## src/rtl/disp_shift_if.sv

```systemverilog
// Bundle between the PDM dimmer / frame source and the serial display driver stage.
// The master side supplies frames and blank; the slave side drives the HV5812-class pins.
interface disp_shift_if #(
  parameter int WIDTH = 20
);
  logic [WIDTH-1:0] disp_data;
  logic             disp_load;
  logic             disp_blank;
  logic             sr_clk;
  logic             sr_data;
  logic             sr_load;
  logic             sr_blank;
  logic             busy;
  logic             done;

  modport master (
    output disp_data, disp_load, disp_blank,
    input  sr_clk, sr_data, sr_load, sr_blank, busy, done
  );

  modport slave (
    input  disp_data, disp_load, disp_blank,
    output sr_clk, sr_data, sr_load, sr_blank, busy, done
  );
endinterface

```

## src/rtl/disp_shift.sv

```systemverilog
// Serial display driver: shifts a WIDTH-bit frame MSB-first to an external shift/latch
// driver, pulses the latch, and holds one pending update while a frame is in flight.
module disp_shift #(
  parameter int WIDTH = 20,
  parameter int DIV   = 4
) (
  input  logic          clk,
  input  logic          rst_n,
  disp_shift_if.slave   bus
);

  localparam int PH_W = (DIV > 1) ? $clog2(DIV) : 1;
  localparam int BC_W = $clog2(WIDTH);
  localparam logic [PH_W-1:0] PH_MAX = PH_W'(DIV - 1);
  localparam logic [BC_W-1:0] BC_MAX = BC_W'(WIDTH - 1);

  typedef enum logic [1:0] {
    IDLE,
    SHLO,
    SHHI,
    LATCH
  } state_t;

  state_t            state_q, state_n;
  logic [PH_W-1:0]   phase_q, phase_n;
  logic [BC_W-1:0]   bitcnt_q, bitcnt_n;
  logic              pend_flag_q, pend_flag_n;
  logic [WIDTH-1:0]  pend_word_q, pend_word_n;
  logic [WIDTH-1:0]  sreg_q, sreg_n;
  logic [WIDTH-1:0]  start_word;
  logic              sr_clk_q, sr_clk_n;
  logic              sr_data_q, sr_data_n;
  logic              sr_load_q, sr_load_n;
  logic              busy_q, busy_n;
  logic              done_q, done_n;
  logic              sr_blank_q;

  // A request arriving in the final latch cycle is taken directly so held loads run gap-free.
  always_comb begin
    state_n     = state_q;
    phase_n     = phase_q;
    bitcnt_n    = bitcnt_q;
    pend_flag_n = pend_flag_q;
    pend_word_n = pend_word_q;
    sreg_n      = sreg_q;
    sr_clk_n    = sr_clk_q;
    sr_data_n   = sr_data_q;
    sr_load_n   = sr_load_q;
    busy_n      = busy_q;
    done_n      = 1'b0;
    start_word  = bus.disp_load ? bus.disp_data : pend_word_q;

    if (state_q != IDLE && bus.disp_load) begin
      pend_word_n = bus.disp_data;
      pend_flag_n = 1'b1;
    end

    case (state_q)
      IDLE: begin
        if (bus.disp_load) begin
          state_n   = SHLO;
          phase_n   = PH_MAX;
          bitcnt_n  = BC_MAX;
          sreg_n    = bus.disp_data;
          sr_data_n = bus.disp_data[WIDTH-1];
          sr_clk_n  = 1'b0;
          sr_load_n = 1'b0;
          busy_n    = 1'b1;
        end
      end

      SHLO: begin
        if (phase_q == '0) begin
          state_n  = SHHI;
          phase_n  = PH_MAX;
          sr_clk_n = 1'b1;
        end else begin
          phase_n = phase_q - PH_W'(1);
        end
      end

      SHHI: begin
        if (phase_q == '0) begin
          sr_clk_n = 1'b0;
          phase_n  = PH_MAX;
          if (bitcnt_q != '0) begin
            state_n   = SHLO;
            bitcnt_n  = bitcnt_q - BC_W'(1);
            // Rotate rather than zero-fill; the wrapped bits are never shifted out.
            sreg_n    = {sreg_q[WIDTH-2:0], sreg_q[WIDTH-1]};
            sr_data_n = sreg_q[WIDTH-2];
          end else begin
            state_n   = LATCH;
            sr_data_n = 1'b0;
            sr_load_n = 1'b1;
          end
        end else begin
          phase_n = phase_q - PH_W'(1);
        end
      end

      LATCH: begin
        if (phase_q == '0) begin
          sr_load_n   = 1'b0;
          done_n      = 1'b1;
          pend_flag_n = 1'b0;
          if (pend_flag_q || bus.disp_load) begin
            state_n   = SHLO;
            phase_n   = PH_MAX;
            bitcnt_n  = BC_MAX;
            sreg_n    = start_word;
            sr_data_n = start_word[WIDTH-1];
          end else begin
            state_n = IDLE;
            busy_n  = 1'b0;
          end
        end else begin
          phase_n = phase_q - PH_W'(1);
        end
      end

      default: begin
        state_n = IDLE;
      end
    endcase
  end

  always_ff @(posedge clk or negedge rst_n) begin
    if (!rst_n) begin
      state_q     <= IDLE;
      phase_q     <= '0;
      bitcnt_q    <= '0;
      pend_flag_q <= 1'b0;
      sr_clk_q    <= 1'b0;
      sr_data_q   <= 1'b0;
      sr_load_q   <= 1'b0;
      busy_q      <= 1'b0;
      done_q      <= 1'b0;
      sr_blank_q  <= 1'b1;
    end else begin
      state_q     <= state_n;
      phase_q     <= phase_n;
      bitcnt_q    <= bitcnt_n;
      pend_flag_q <= pend_flag_n;
      sr_clk_q    <= sr_clk_n;
      sr_data_q   <= sr_data_n;
      sr_load_q   <= sr_load_n;
      busy_q      <= busy_n;
      done_q      <= done_n;
      sr_blank_q  <= bus.disp_blank;
    end
  end

  // Frame words are qualified by the control state, so they carry no reset.
  always_ff @(posedge clk) begin
    sreg_q      <= sreg_n;
    pend_word_q <= pend_word_n;
  end

  assign bus.sr_clk   = sr_clk_q;
  assign bus.sr_data  = sr_data_q;
  assign bus.sr_load  = sr_load_q;
  assign bus.sr_blank = sr_blank_q;
  assign bus.busy     = busy_q;
  assign bus.done     = done_q;

endmodule

```

## src/flat_wrapper.sv

```systemverilog
// flat-port wrapper written by rule: the top's interface ports become plain ports
module disp_shift_flat 
#(
  parameter int WIDTH = 20,
  parameter int DIV   = 4
)
  (clk, rst_n, bus_disp_data, bus_disp_load, bus_disp_blank, bus_sr_clk, bus_sr_data, bus_sr_load, bus_sr_blank, bus_busy, bus_done);
  disp_shift_if #(.WIDTH(WIDTH)) bus_i ();
  input  logic clk;
  input  logic rst_n;
  input wire logic [$bits(bus_i.disp_data)-1:0] bus_disp_data;
  input wire logic [$bits(bus_i.disp_load)-1:0] bus_disp_load;
  input wire logic [$bits(bus_i.disp_blank)-1:0] bus_disp_blank;
  output wire logic [$bits(bus_i.sr_clk)-1:0] bus_sr_clk;
  output wire logic [$bits(bus_i.sr_data)-1:0] bus_sr_data;
  output wire logic [$bits(bus_i.sr_load)-1:0] bus_sr_load;
  output wire logic [$bits(bus_i.sr_blank)-1:0] bus_sr_blank;
  output wire logic [$bits(bus_i.busy)-1:0] bus_busy;
  output wire logic [$bits(bus_i.done)-1:0] bus_done;
  assign bus_i.disp_data = bus_disp_data;
  assign bus_i.disp_load = bus_disp_load;
  assign bus_i.disp_blank = bus_disp_blank;
  assign bus_sr_clk = bus_i.sr_clk;
  assign bus_sr_data = bus_i.sr_data;
  assign bus_sr_load = bus_i.sr_load;
  assign bus_sr_blank = bus_i.sr_blank;
  assign bus_busy = bus_i.busy;
  assign bus_done = bus_i.done;
  disp_shift #(.WIDTH(WIDTH), .DIV(DIV)) u_core (.clk(clk), .rst_n(rst_n), .bus(bus_i));
endmodule
```

## config.mk

```make
export PLATFORM = sky130hd
export DESIGN_NAME = disp_shift_flat
export DESIGN_NICKNAME = d
export VERILOG_FILES = /design/src/rtl/disp_shift_if.sv /design/src/rtl/disp_shift.sv /design/src/flat_wrapper.sv
export SDC_FILE = /design/constraint.sdc
export NUM_CORES = 1
export LEC_CHECK = 0
export ABC_AREA = 1
export CORE_AREA = 2 2 72 74
export CTS_CLUSTER_SIZE = 25
export DETAILED_ROUTE_END_ITERATION = 12
export DIE_AREA = 0 0 74 76
export HOLD_SLACK_MARGIN = 0.03
export PLACE_DENSITY = 0.86
export SYNTH_ARGS = -nofsm -noshare
export SYNTH_HDL_FRONTEND = slang
export SYNTH_SLANG_ARGS = --single-unit
```

## constraint.sdc

```tcl
create_clock -name clk -period 2.3 [get_ports clk]
set_clock_uncertainty 0.1 [all_clocks]
set_input_delay 0.23 -clock clk [delete_from_list [all_inputs] [get_ports clk]]
set_output_delay 0.23 -clock clk [all_outputs]
set_load 0.02 [all_outputs]
```

==> changes_impl.md, run 1 <==
### Implementation results

- Yosys warnings: 0
- Ys async rst share: 28.6%
- Bufs on Longest Clock Path: 2
- Share of cells above drive strength 1: 7.14%
- Yosys Instances: 262
- Fin crit share: 80.3%
- DRT iter0 DRCs: 106
- Placeable Area: 4910 sq um
- Worst path buffer plus inverter count: 4
- Critical Path Sink Type: flip-flop
- Root buffer cell: clkbuf_8
- HP Class: input pin to flip-flop
- Post-Route Setup TNS: 0 ps
- CTS tree: built
- Synth-to-layout area growth: 18.4%
- Final setup fails: 0
- Final hold violations: 0
- Most instantiated logic cell after routing: nand2_1
- GR Util All Layers: 18.9%
- Yosys stat chip area: 2560 sq um
- Post-synthesis cell count: 262
- GRT overflow: 0
- Post-synth EDFFs: 40
- Fmax: 542 MHz
- Synth Flop Type: edfxtp_1
- Post-Synth XOR/XNOR Area: 0.342%
- Synthesized Nets: 288
- Avg WL per Cell: 13.3 microns
- R2r endpoint: u_core.sreg_q[17]
- CTS H-tree lvls: 2
- Max_cap viols: 0
- DRC Markers: 0
- Main logic family: simple AND/OR/NAND/NOR gates
- Cts repair resizes: 0
- FF-to-FF path depth: 7
- Setup CP Type: flip-flop to flip-flop
- Worst setup path endpoint: u_core.sreg_q[17]
- Diode count: 0
- Slowest stage delay, CP: 450 ps
- Min setup slack post-route: 453 ps
- Status: completed
- Largest net degree at the start of global routing: 28
- Pre-Repair DR Iteration Count: 4
- Synth Seq Share: 62.5%
- Most frequent logic cells in the routed design: nand2_1, edfxtp_1, nor2_1, clkdlybuf4s50_1, o21ai_0
- Simple-Gate Fraction of Synth Area: 19.8%
- Log Warnings: 26
- Number of nets with antenna violations after routing: 0
- Sink Count: 56
- Via-to-Cell Ratio: 5.24
- RSZ-0062 raised after global routing: false
- Power Density: 1230 nW/um^2
- Vias in the first global route: 1,862
- FP Rows: 26
- Die x size: 74 microns
- Synth Area per Inst: 9.79 sq um
- Die Y: 76 microns
- CTS Buf Count: 5
- First-pass GRT wire length: 8.27 mm
- CTS Hold Buffers Added: 0
- Req. time, crit path: 2210 ps
- Clk slew on worst S/H paths: 90 ps
- Arrival @ worst endpoint: 1760 ps
- I/O Pins: 30
- Tmin final: 1850 ps
- Post-Synthesis Cell Area: 2560 sq um
- Mux frac, synth: 0%
- Final instance area: 3030 sq um
- Post-synth regs: 56
- Synth Area in Compound Gates: 12.0%
- Initial antenna violation count: 0
- Yosys adder share: 0.976%
- Estimated wirelength of the detail-placed design: 3.32 mm
- Hold_sp: bus_disp_blank
- Gpl congestion: 0.842
- Post-DP Area: 2960 sq um
- Setup bufs post-CTS: 0
- Worst-Margin Slew: 707 ps
- Chip area: 5620 sq um
- R2R Path Start: u_core.state_q[1]
- CP max FO: 20
- Final #Nets: 320
- Inst Count DP: 357
- Final Power: 3.74 mW
- Fillers: 411
- Final Slew Violations: 0
- Pre-CTS WS: 380 ps
- Finished Layout Cells: 364
- Port Buf Inserts: 29
- Slew Limit Headroom: 52.7%
- Clk latency late pin: 300 ps
- Register-to-register path setup slack: 450 ps
- Cell Type Count: 23
- Leak pwr: 1.21 nW
- Crit path max-delay family: buffers and inverters
- CP startpoint: u_core.state_q[1]
- Crit start category: flip-flop
- CP Depth: 7
- Slowest CP cell: dfrtp_1
- Fp_density: 52.2%
- Worst-path cell chain: inv_2 -> buf_4 -> nor2_4 -> nand4_2 -> nand3_2 -> inv_1 -> buf_12
- Max VDD drop: 0.503 mV
## run 1: logic make-up after synthesis
kind of cell	count (synthesis)
xor gates and xnor gates	1
buffers and inverters	29
AOI/OAI and AO/OA	51
and+or+nand+nor	123
DFF	56
adders and majority gates	2
## run 1: worst min path at each step
stage,to,slack (ps),depth (start not counted)
final,u_core.bus.sr_blank,230,1
after CTS,u_core.bus.sr_blank,220,1
after detailed placement,u_core.bus.sr_load,360,2
after floorplan,u_core.bitcnt_q[0],-170,0
after global placement,u_core.bitcnt_q[4],360,2
after global routing,u_core.bus.sr_blank,220,1
## run 1: registers in the layout, summed over array words and instances (netlist names)
| name | flops |
|---|---|
| u_core.pend_word_q | 20 |
| u_core.pend_flag_q | 1 |
| u_core.bus.sr_load | 1 |
| u_core.sreg_q | 20 |
| u_core.bus.sr_clk | 1 |
| u_core.bus.busy | 1 |
| u_core.phase_q | 2 |
| u_core.bus.done | 1 |
| u_core.bus.sr_data | 1 |
| u_core.bus.sr_blank | 1 |
| u_core.state_q | 2 |
| u_core.bitcnt_q | 5 |
## run 1: synth_stat cells, types with 2 or more instances
master	instances	area share (%)
edfxtp_1	40	47
nor2_1	34	5.0
dfrtp_1	15	15
ha_1	2	0.98
nor2_4	2	0.88
inv_1	16	2.3
buf_2	4	0.78
a21oi_1	3	0.59
o211ai_1	19	5.6
nand3_1	9	1.8
o21ai_0	26	5.1
nand2_1	74	11
inv_2	3	0.44
clkbuf_1	6	0.88
## run 1: metrics by stage
step / utilization (%) / hold slack (ps)
3_3_place_gp: 60.2 / 362
6_report: 61.8 / 233
5_1_grt: 61.8 / 223
3_5_place_dp: 60.2 / 363
4_1_cts: 61.8 / 225
2_1_floorplan: - / -166
## run 1: power breakdown
part,switching (mW),internal [mW],total [mW]
sequential,0.152,1.58,1.74
combinational,0.948,0.550,1.50
clock,0.294,0.208,0.502
total,1.39,2.34,3.74
## run 1: area by class of cell
type | count | area, sq um | area share (%)
inverters | 19 | 71.3 | 2.35
flip-flops and latches | 56 | 1600 | 52.8
multi-input cells | 177 | 847 | 27.9
repair buffers | 35 | 348 | 11.5
clock inverters | 1 | 5.00 | 0.165
well taps | 70 | 87.6 | 2.89
clock buffers | 6 | 72.6 | 2.39
## run 1: routing by layer
layer / wire length, microns / track usage (%) / vias up
met2: 2250 / 29.3 / 56
met5: 0 / 0 / -
met3: 245 / 4.89 / 9
met1: 2240 / 25.6 / 886
li1: - / - / 958
met4: 94 / 6.91 / 0
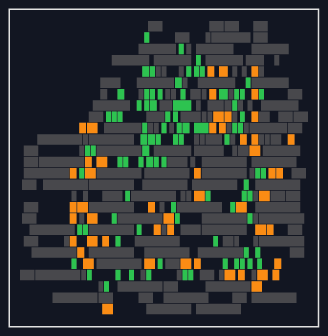
Figure 1: run 1, logic cells by family.
[green] NAND gates | cells: 86
[orange] inverting AOI/OAI gates | cells: 51

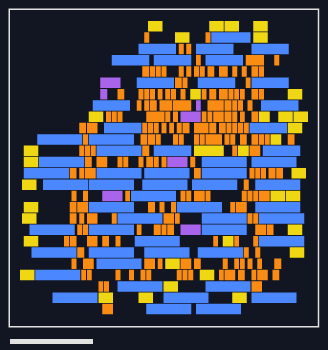
Figure 2: run 1, placement by cell class.
Bar = 20 microns.
[yellow] other buffers and delay cells | cells: 35 | share of their area: 12%
[purple] clock drivers and dummy loads | cells: 7 | share of their area: 2.6%
[orange] all other logic | cells: 196 | share of their area: 31%
[blue] flip-flops | cells: 56 | share of their area: 54%

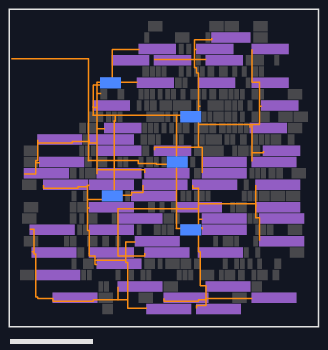
Figure 3: run 1, clock network drawn from the DEF.
Bar = 20 microns.
[blue] cells driving clock nets | count: 5
[orange] clock wires | length: 603 microns
[purple] flip-flops | count: 56
flops lie: spread over the die

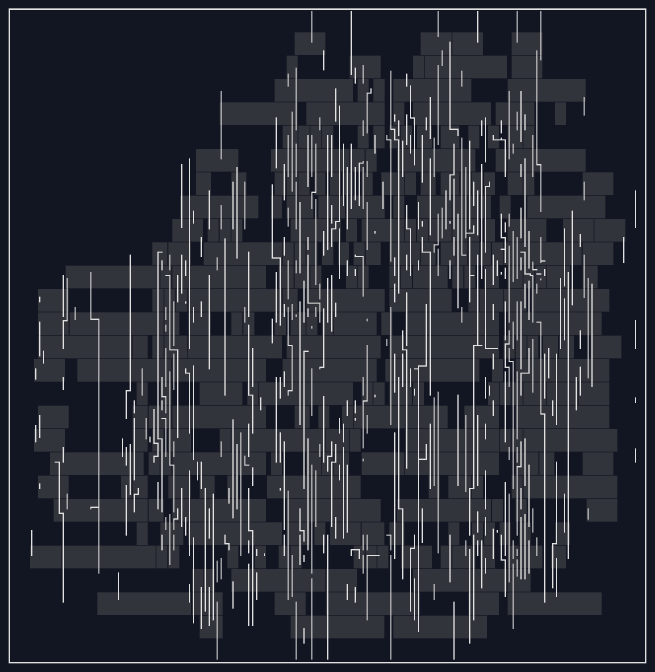
Figure 4: run 1, met2 routing.
longest straight run: 33.3 microns
nets with wire on the layer: 266
wire length on this layer: 2,250 microns
main direction: vertical
final wirelength: 4.84 mm
via count: 1,909

Figure 5. Placed standard cells (run 1).
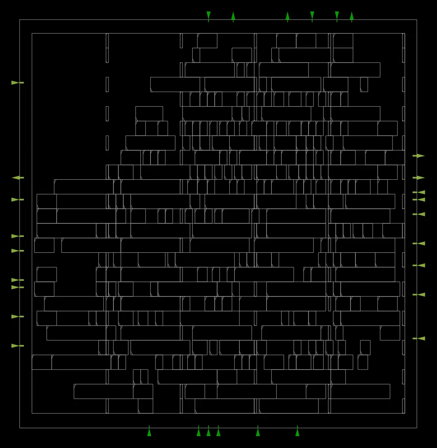

==> run 2, diff against run 1 <==
--- a/config.mk
+++ b/config.mk
@@ -6,12 +6,12 @@
 export NUM_CORES = 1
 export LEC_CHECK = 0
 export ABC_AREA = 1
-export CORE_AREA = 2 2 72 74
+export CORE_AREA = 2 2 75 77
 export CTS_CLUSTER_SIZE = 25
 export DETAILED_ROUTE_END_ITERATION = 12
-export DIE_AREA = 0 0 74 76
+export DIE_AREA = 0 0 77 79
 export HOLD_SLACK_MARGIN = 0.03
-export PLACE_DENSITY = 0.86
+export PLACE_DENSITY = 0.84
 export SYNTH_ARGS = -nofsm -noshare
 export SYNTH_HDL_FRONTEND = slang
 export SYNTH_SLANG_ARGS = --single-unit
==> constraint.sdc (replaced) <==
create_clock -name clk -period 1.5 [get_ports clk]
set_clock_uncertainty 0.1 [all_clocks]
set_input_delay 0.15 -clock clk [delete_from_list [all_inputs] [get_ports clk]]
set_output_delay 0.15 -clock clk [all_outputs]
set_load 0.02 [all_outputs]
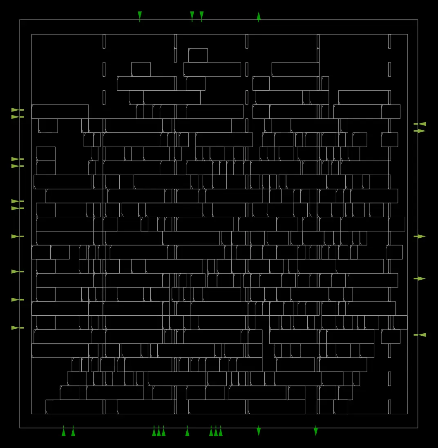
Figure 6: run 2, placed standard cells.
fillers: 418
Seq cells: 56
sequential portion of the cell area: 45.1%

==> run 2 against run 1 <==
Net effect: the flow now finishes with violations (setup timing); global-route usage increased by 1.3 points; worst setup slack lost 580 ps; sequential cell count stayed put; clock power grew 100%; total power increased by 96%; non-clock buffer count rose by 35; synthesized cell count did not move; maximum frequency rose by 13%; largest cell class unchanged; via count up 13%; register-to-register slack lost 580 ps; area after synthesis unchanged; critical path depth increased by 1.
==> changes_impl.md, run 2 <==
### Implementation results

- Cell Type Count: 23 (unchanged)
- Crit start category: flip-flop (unchanged)
- GRT overflow: 0 (unchanged)
- Synth Area per Inst: 9.79 sq um (unchanged)
- Final Slew Violations: 0 (unchanged)
- Top cells by count: nand2_1, edfxtp_1, nor2_1 (unchanged)
- Min setup slack post-route: -129 ps (was 453 ps)
- Final setup fails: 28 (was 0)
- Worst-Margin Slew: 295 ps (was 707 ps)
- Status: complete, but fails checks (was completed)
- Fp_density: 48.0% (was 52.2%)
- Cell taking the most area after synthesis: edfxtp_1 (unchanged)
- CTS Buf Count: 5 (unchanged)
- Most instantiated logic cell after routing: nand2_1 (unchanged)
- Die x size: 77 microns (was 74 microns)
- Chip area: 6080 sq um (was 5620 sq um)
- Via count: 2,155 (was 1,909)
- Estimated wirelength of the detail-placed design: 3.87 mm (was 3.32 mm)
- Critical Path Sink Type: flip-flop (unchanged)
- Sink Count: 56 (unchanged)
- CTS tree: built (unchanged)
- DRC Markers: 0 (unchanged)
- Top flop regs: u_core.pend_word_q: 20 flops, u_core.sreg_q: 20 flops, u_core.bitcnt_q: 5 flops (unchanged)
- Setup CP Type: flip-flop to flip-flop (unchanged)
- GR Util All Layers: 20.2% (was 18.9%)
- Slowest stage delay, CP: 460 ps (was 450 ps)
- Clk slew on worst S/H paths: 100 ps (was 90 ps)
- Yosys warnings: 0 (unchanged)
- Most frequent cell after synthesis: nand2_1 (unchanged)
- Port Buf Inserts: 29 (unchanged)
- Req. time, crit path: 1490 ps (was 2210 ps)
- Via-to-Cell Ratio: 5.36 (was 5.24)
- Synth Flop Type: edfxtp_1 (unchanged)
- FP Rows: 27 (was 26)
- Largest cells by area: edfxtp_1, dfrtp_1, nand2_1, o211ai_1, o21ai_0 (unchanged)
- Bufs on Longest Clock Path: 2 (unchanged)
- Inst Count DP: 386 (was 357)
- Gpl congestion: 0.840 (was 0.842)
- Max_cap viols: 0 (unchanged)
- Slew Limit Headroom: 80.3% (was 52.7%)
- Die Y: 79 microns (was 76 microns)
- Post-synth regs: 56 (unchanged)
- HP Class: input pin to async pin (was input pin to flip-flop)
- Final hold violations: 0 (unchanged)
- Leak pwr: 1.44 nW (was 1.21 nW)
- Final #Nets: 355 (was 320)
- Post-Synthesis Cell Area: 2560 sq um (unchanged)
- Power Density: 2060 nW/um^2 (was 1230 nW/um^2)
- Final wirelength: 6.07 mm (was 4.84 mm)
- Clk latency late pin: 320 ps (was 300 ps)
- Largest net degree at the start of global routing: 22 (was 28)
- Avg WL per Cell: 15.1 microns (was 13.3 microns)
- Fin util: 66.6% (was 61.8%)
- Synth Seq Share: 62.5% (unchanged)
- CTS H-tree lvls: 2 (unchanged)
- Finished Layout Cells: 402 (was 364)
- Worst-path cell chain: buf_12 -> nor2_4 -> nand2_2 -> nand2_4 -> inv_4 -> nand3_4 -> clkinvlp_4 -> clkbuf_16 (was inv_2 -> buf_4 -> nor2_4 -> nand4_2 -> nand3_2 -> inv_1 -> buf_12)
- Yosys stat chip area: 2560 sq um (unchanged)
- Ys async rst share: 28.6% (unchanged)
- Synthesized Nets: 288 (unchanged)
- Arrival @ worst endpoint: 1620 ps (was 1760 ps)
- Log Warnings: 29 (was 26)
- FF-to-FF path depth: 8 (was 7)
- Post-synth EDFFs: 40 (unchanged)
- Worst hold slack: 47.8 ps (was 233 ps)
- R2R Path Start: u_core.state_q[1] (unchanged)
- Placeable Area: 5340 sq um (was 4910 sq um)
- First-pass GRT wire length: 9.69 mm (was 8.27 mm)
- Failing checks: setup timing
- Root buffer cell: clkbuf_8 (unchanged)
- CP max FO: 5 (was 20)
- RSZ-0062 raised after global routing: true (was false)
- Post-Route Setup TNS: -2520 ps (was 0 ps)
- Number of nets with antenna violations after routing: 0 (unchanged)
- Max VDD drop: 0.948 mV (was 0.503 mV)
- Register-to-register path setup slack: -130 ps (was 450 ps)
- Fmax: 614 MHz (was 542 MHz)
- Fin crit share: 109% (was 80.3%)
- Diode count: 0 (unchanged)
- Crit path max-delay family: buffers and inverters (unchanged)
- Yosys Instances: 262 (unchanged)
- Post-synthesis cell count: 262 (unchanged)
- Worst path buffer plus inverter count: 4 (unchanged)
- Share of cells above drive strength 1: 26.1% (was 7.14%)
- Vias in the first global route: 2,073 (was 1,862)
- Pre-Repair DR Iteration Count: 4 (unchanged)
- Tmin final: 1630 ps (was 1850 ps)
- Share of Yosys cell area claimed by the top area cell type: 46.9% (unchanged)
- Slowest CP cell: dfrtp_2 (was dfrtp_1)
- Initial antenna violation count: 0 (unchanged)
- R2r endpoint: u_core.sreg_q[2] (was u_core.sreg_q[17])
- Final Power: 7.34 mW (was 3.74 mW)
- Most frequent logic cells in the routed design: nand2_1, edfxtp_1, buf_4, nor2_1, o21ai_0 (was nand2_1, edfxtp_1, nor2_1, clkdlybuf4s50_1, o21ai_0)
- DRT iter0 DRCs: 116 (was 106)
- I/O Pins: 30 (unchanged)
- Synth-to-layout area growth: 38.8% (was 18.4%)
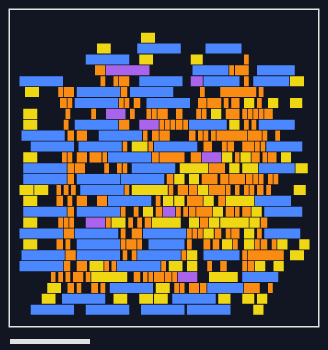
Figure 7: run 2, placement by cell class.
Bar = 20 microns.
[yellow] other buffers and delay cells | cells: 70 | share of their area: 20%
[orange] all other logic | cells: 196 | share of their area: 30%
[purple] clock drivers and dummy loads | cells: 8 | share of their area: 3.4%
[blue] flip-flops | cells: 56 | share of their area: 46%

[run 2: metrics by stage]
stage	area, sq um	setup WS, ps
finish	3560	-129
floorplan	2610	-147
CTS	3410	-88.9
detailed placement	3250	-256
global placement	3250	-241
global route	3560	-196
[run 2: cell families (layout without fill, tap and decap cells)]
kind of cell    count (synthesis)  after routing  synth area share (%)
buf+inv                        29             97                  4.44
flops                          56             56                  62.5
xor+xnor                        1              1                 0.342
simple gates                  123            123                  19.8
compound gates                 51             51                  12.0
fa+ha+maj                       2              2                 0.976
[run 2: worst register-to-register path, cell delays in order, from the launching register on]
cell and delay [ps]:
dfrtp_2 460, buf_12 140, nor2_4 110, nand2_2 70, nand2_4 70, inv_4 40, nand3_4 80, clkinvlp_4 150
clkbuf_16 190
[run 2: per-layer routing]
metal | GRT usage (%) | routed length, microns | vias up | share of wire (%)
li1 | - | - | 1028 | -
met2 | 36.1 | 3240 | 56 | 53
met4 | 5.36 | 72 | 0 | 1.2
met3 | 3.98 | 263 | 10 | 4.3
met1 | 25.3 | 2500 | 1061 | 41
met5 | 0 | 0 | - | 0
[run 2: timing repair]
action	CTS	global route
pin swaps	1	9
buffers inserted	3	2
endpoints found under the setup margin	36	54
gates cloned	0	3
hold buffers	0	0
resized	12	20
[run 2: where the power goes]
group / internal (mW) / switching (mW)
clock network: 0.504 / 0.519
logic: 1.66 / 1.98
registers: 2.44 / 0.238
[run 2: worst max-delay path by stage]
stage / slack (ps) / to / start / cells past startpoint
floorplan: -150 / u_core.sreg_q[0] / u_core.state_q[1] / 5
global placement: -240 / u_core.sreg_q[3] / bus_disp_load / 7
detailed placement: -260 / u_core.sreg_q[2] / bus_disp_load / 7
CTS: -90 / u_core.sreg_q[3] / u_core.phase_q[0] / 9
global route: -200 / u_core.sreg_q[9] / u_core.state_q[1] / 8
finish: -130 / u_core.sreg_q[2] / u_core.state_q[1] / 8
[run 2: final cells by class]
class | instances | area [sq um]
clock buffer | 5 | 68.8
tap | 72 | 90.1
timing repair buffer | 70 | 696
inverter | 19 | 80.1
sequential | 56 | 1610
multi-input combinational | 177 | 970
fill | 418 | 1780
clock inverter | 3 | 47.5
Figure 8. Logic cells by family (run 2).
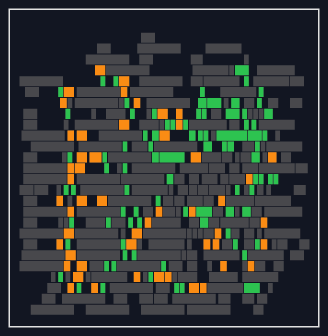

==> run 3, diff against run 2 <==
--- a/config.mk
+++ b/config.mk
@@ -10,8 +10,11 @@
 export CTS_CLUSTER_SIZE = 25
 export DETAILED_ROUTE_END_ITERATION = 12
 export DIE_AREA = 0 0 77 79
+export GPL_TIMING_DRIVEN = 1
 export HOLD_SLACK_MARGIN = 0.03
 export PLACE_DENSITY = 0.84
+export SKIP_LAST_GASP = 1
+export SLEW_MARGIN = 20
 export SYNTH_ARGS = -nofsm -noshare
 export SYNTH_HDL_FRONTEND = slang
 export SYNTH_SLANG_ARGS = --single-unit
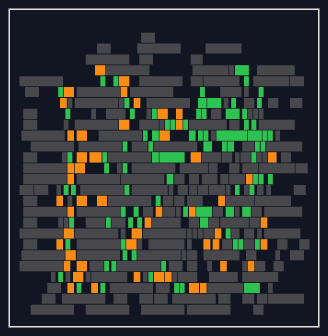
Figure 9: run 3, logic cells by family.
[orange] inverting AOI/OAI gates | cells: 51
[green] NAND gates | cells: 86
most instantiated logic cell after routing: nand2_1
Finished Layout Cells: 402
logic share of the area: 26.8%

==> run 3 against run 2 <==
Net effect: the run still ends with setup timing left; via count is 0.42% higher; combinational power is 1% lower; area after synthesis stayed put; routed wire length is 1.4% higher; global-route usage hardly changed; register-to-register slack hardly changed; clock-buffer cell count stayed put; sequential share of layout area is 0.29 points higher; cell area is 0.63% lower; maximum frequency hardly changed; core utilization is 0.42 points lower.
==> changes_impl.md, run 3 <==
### Implementation results

- Worst-Margin Slew: 313 ps (was 295 ps)
- Final #Nets: 355 (unchanged)
- Status: complete, but fails checks (unchanged)
- Slew Limit Headroom: 79.0% (was 80.3%)
- Mux frac, synth: 0% (unchanged)
- Most frequent cell after synthesis: nand2_1 (unchanged)
- Register-to-register path setup slack: -130 ps (about the same)
- Leak pwr: 1.44 nW (about the same)
- Worst-path cell chain: buf_12 -> nor2_4 -> nand4_4 -> nand3_4 -> clkinvlp_4 -> clkbuf_16 (was buf_12 -> nor2_4 -> nand2_2 -> nand2_4 -> inv_4 -> nand3_4 -> clkinvlp_4 -> clkbuf_16)
- Most Crowded Layer GR: met2 (unchanged)
- FP Rows: 27 (unchanged)
- Yosys Instances: 262 (unchanged)
- CP startpoint: u_core.state_q[0] (was u_core.state_q[1])
- Avg WL per Cell: 15.3 microns (was 15.1 microns)
- Slowest CP cell: dfrtp_2 (unchanged)
- Final wirelength: 6.16 mm (was 6.07 mm)
- Gpl congestion: 0.840 (unchanged)
- Cell Type Count: 23 (unchanged)
- Min setup slack post-route: -127 ps (was -129 ps)
- Arrival @ worst endpoint: 1630 ps (was 1620 ps)
- Top cells by count: nand2_1, edfxtp_1, nor2_1 (unchanged)
- Ys async rst share: 28.6% (unchanged)
- DRT iter0 DRCs: 124 (was 116)
- Worst hold slack: 41.8 ps (was 47.8 ps)
- GRT met3 Usage: 3.98% (unchanged)
- Max VDD drop: 0.952 mV (was 0.948 mV)
- Number of nets with antenna violations after routing: 0 (unchanged)
- Port Buf Inserts: 29 (unchanged)
- Failing checks: setup timing (unchanged)
- Max_cap viols: 0 (unchanged)
- Post-synthesis cell count: 262 (unchanged)
- Final Power: 7.30 mW (was 7.34 mW)
- Yosys stat chip area: 2560 sq um (unchanged)
- Via count: 2,164 (was 2,155)
- Yosys warnings: 0 (unchanged)
- Post-synth EDFFs: 40 (unchanged)
- Share of cells above drive strength 1: 25.2% (was 26.1%)
- FF-to-FF path depth: 6 (was 8)
- Main logic family: simple AND/OR/NAND/NOR gates (unchanged)
- Cell taking the most area after synthesis: edfxtp_1 (unchanged)
- Crit start category: flip-flop (unchanged)
- First-pass GRT wire length: 9.66 mm (was 9.69 mm)
- Vias in the first global route: 2,073 (unchanged)
- Fp_density: 48.0% (unchanged)
- Via-to-Cell Ratio: 5.38 (was 5.36)
- Share of Yosys cell area claimed by the top area cell type: 46.9% (unchanged)
- Sink Count: 56 (unchanged)
- Req. time, crit path: 1500 ps (was 1490 ps)
- Chip area: 6080 sq um (unchanged)
- Post-Synthesis Cell Area: 2560 sq um (unchanged)
- Log Warnings: 29 (unchanged)
- Pre-Repair DR Iteration Count: 4 (unchanged)
- Root buffer cell: clkbuf_8 (unchanged)
- Final setup fails: 24 (was 28)
- Simple-Gate Fraction of Synth Area: 19.8% (unchanged)
- I/O Pins: 30 (unchanged)
- Post-Synth XOR/XNOR Area: 0.342% (unchanged)
- Bufs on Longest Clock Path: 2 (unchanged)
- CTS tree: built (unchanged)
- Post-synth regs: 56 (unchanged)
- Synth Area per Inst: 9.79 sq um (unchanged)
- Final instance area: 3530 sq um (was 3560 sq um)
- Diode count: 0 (unchanged)
- Yosys adder share: 0.976% (unchanged)
- Post-DP Area: 3250 sq um (unchanged)
- Setup CP Type: flip-flop to flip-flop (unchanged)
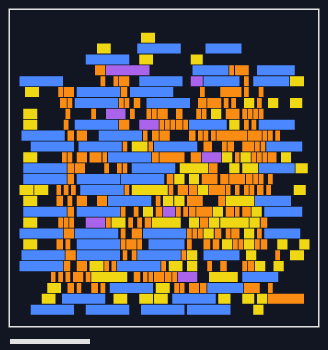
Figure 10: run 3, placement by cell class.
Bar = 20 microns.
[blue] flip-flops | cells: 56 | share of their area: 47%
[yellow] other buffers and delay cells | cells: 70 | share of their area: 20%
[orange] all other logic | cells: 196 | share of their area: 30%
[purple] clock drivers and dummy loads | cells: 8 | share of their area: 3.4%

## run 3: cell counts after synthesis
No cell type changed its count.
## run 3: layout make-up
class | instances | area, sq um | area share, %
clock inverters | 3 | 47.5 | 1.35
well taps | 72 | 90.1 | 2.55
clock buffers | 5 | 68.8 | 1.95
inverters | 19 | 80.1 | 2.27
multi-input cells | 177 | 947 | 26.8
repair buffers | 70 | 696 | 19.7
flip-flops and latches | 56 | 1610 | 45.4
## run 3: routing by layer
layer	wire length, microns	vias to the layer above
met5	0	-
met4	114	0
met3	282	14
met2	3190	60
met1	2570	1065
li1	-	1025
## run 3: worst max-delay path by stage
stage | end | slack, ps | cells after the start
final | u_core.sreg_q[2] | -130 | 6
after global routing | u_core.bitcnt_q[4] | -210 | 10
after CTS | u_core.sreg_q[3] | -90 | 9
after detailed placement | u_core.sreg_q[2] | -260 | 7
after global placement | u_core.sreg_q[3] | -240 | 7
after floorplan | u_core.sreg_q[0] | -150 | 5
## run 3: timing repair
| item | in CTS | in global routing |
|---|---|---|
| hold buffers | 0 | 0 |
| pin swaps | 1 | 5 |
| setup endpoints to repair | 36 | 54 |
| cloned | 0 | 3 |
| setup buffers | 3 | 3 |
| gates resized | 11 | 17 |
## run 3: worst max-delay path, delay by kind of cell (launching register included)
kind	cells	cell delay, ps
flops	1	460
simple gates	3	360
buf+inv	3	480
## run 3: kinds of logic (layout without fill, tap and decap cells)
kind of cell,after synthesis,after routing
simple gates,123,123
flops,56,56
compound gates,51,51
buf+inv,29,97
fa+ha+maj,2,2
xor+xnor,1,1
## run 3: power by group
group / switching (mW) / internal, mW / total, mW / leakage, nW
Sequential: 0.235 / 2.44 / 2.67 / 0.569
Clock: 0.530 / 0.504 / 1.03 / 0.0583
Combinational: 1.97 / 1.63 / 3.60 / 0.810
Total: 2.73 / 4.57 / 7.30 / 1.44
## run 3: stage by stage
step / util, % / setup slack [ps]
after floorplan: - / -147
after global placement: 60.9 / -241
after detailed placement: 60.9 / -256
after CTS: 63.8 / -88.9
after global routing: 66.2 / -210
final: 66.2 / -127
Power is estimated from default activity; no workload was simulated.
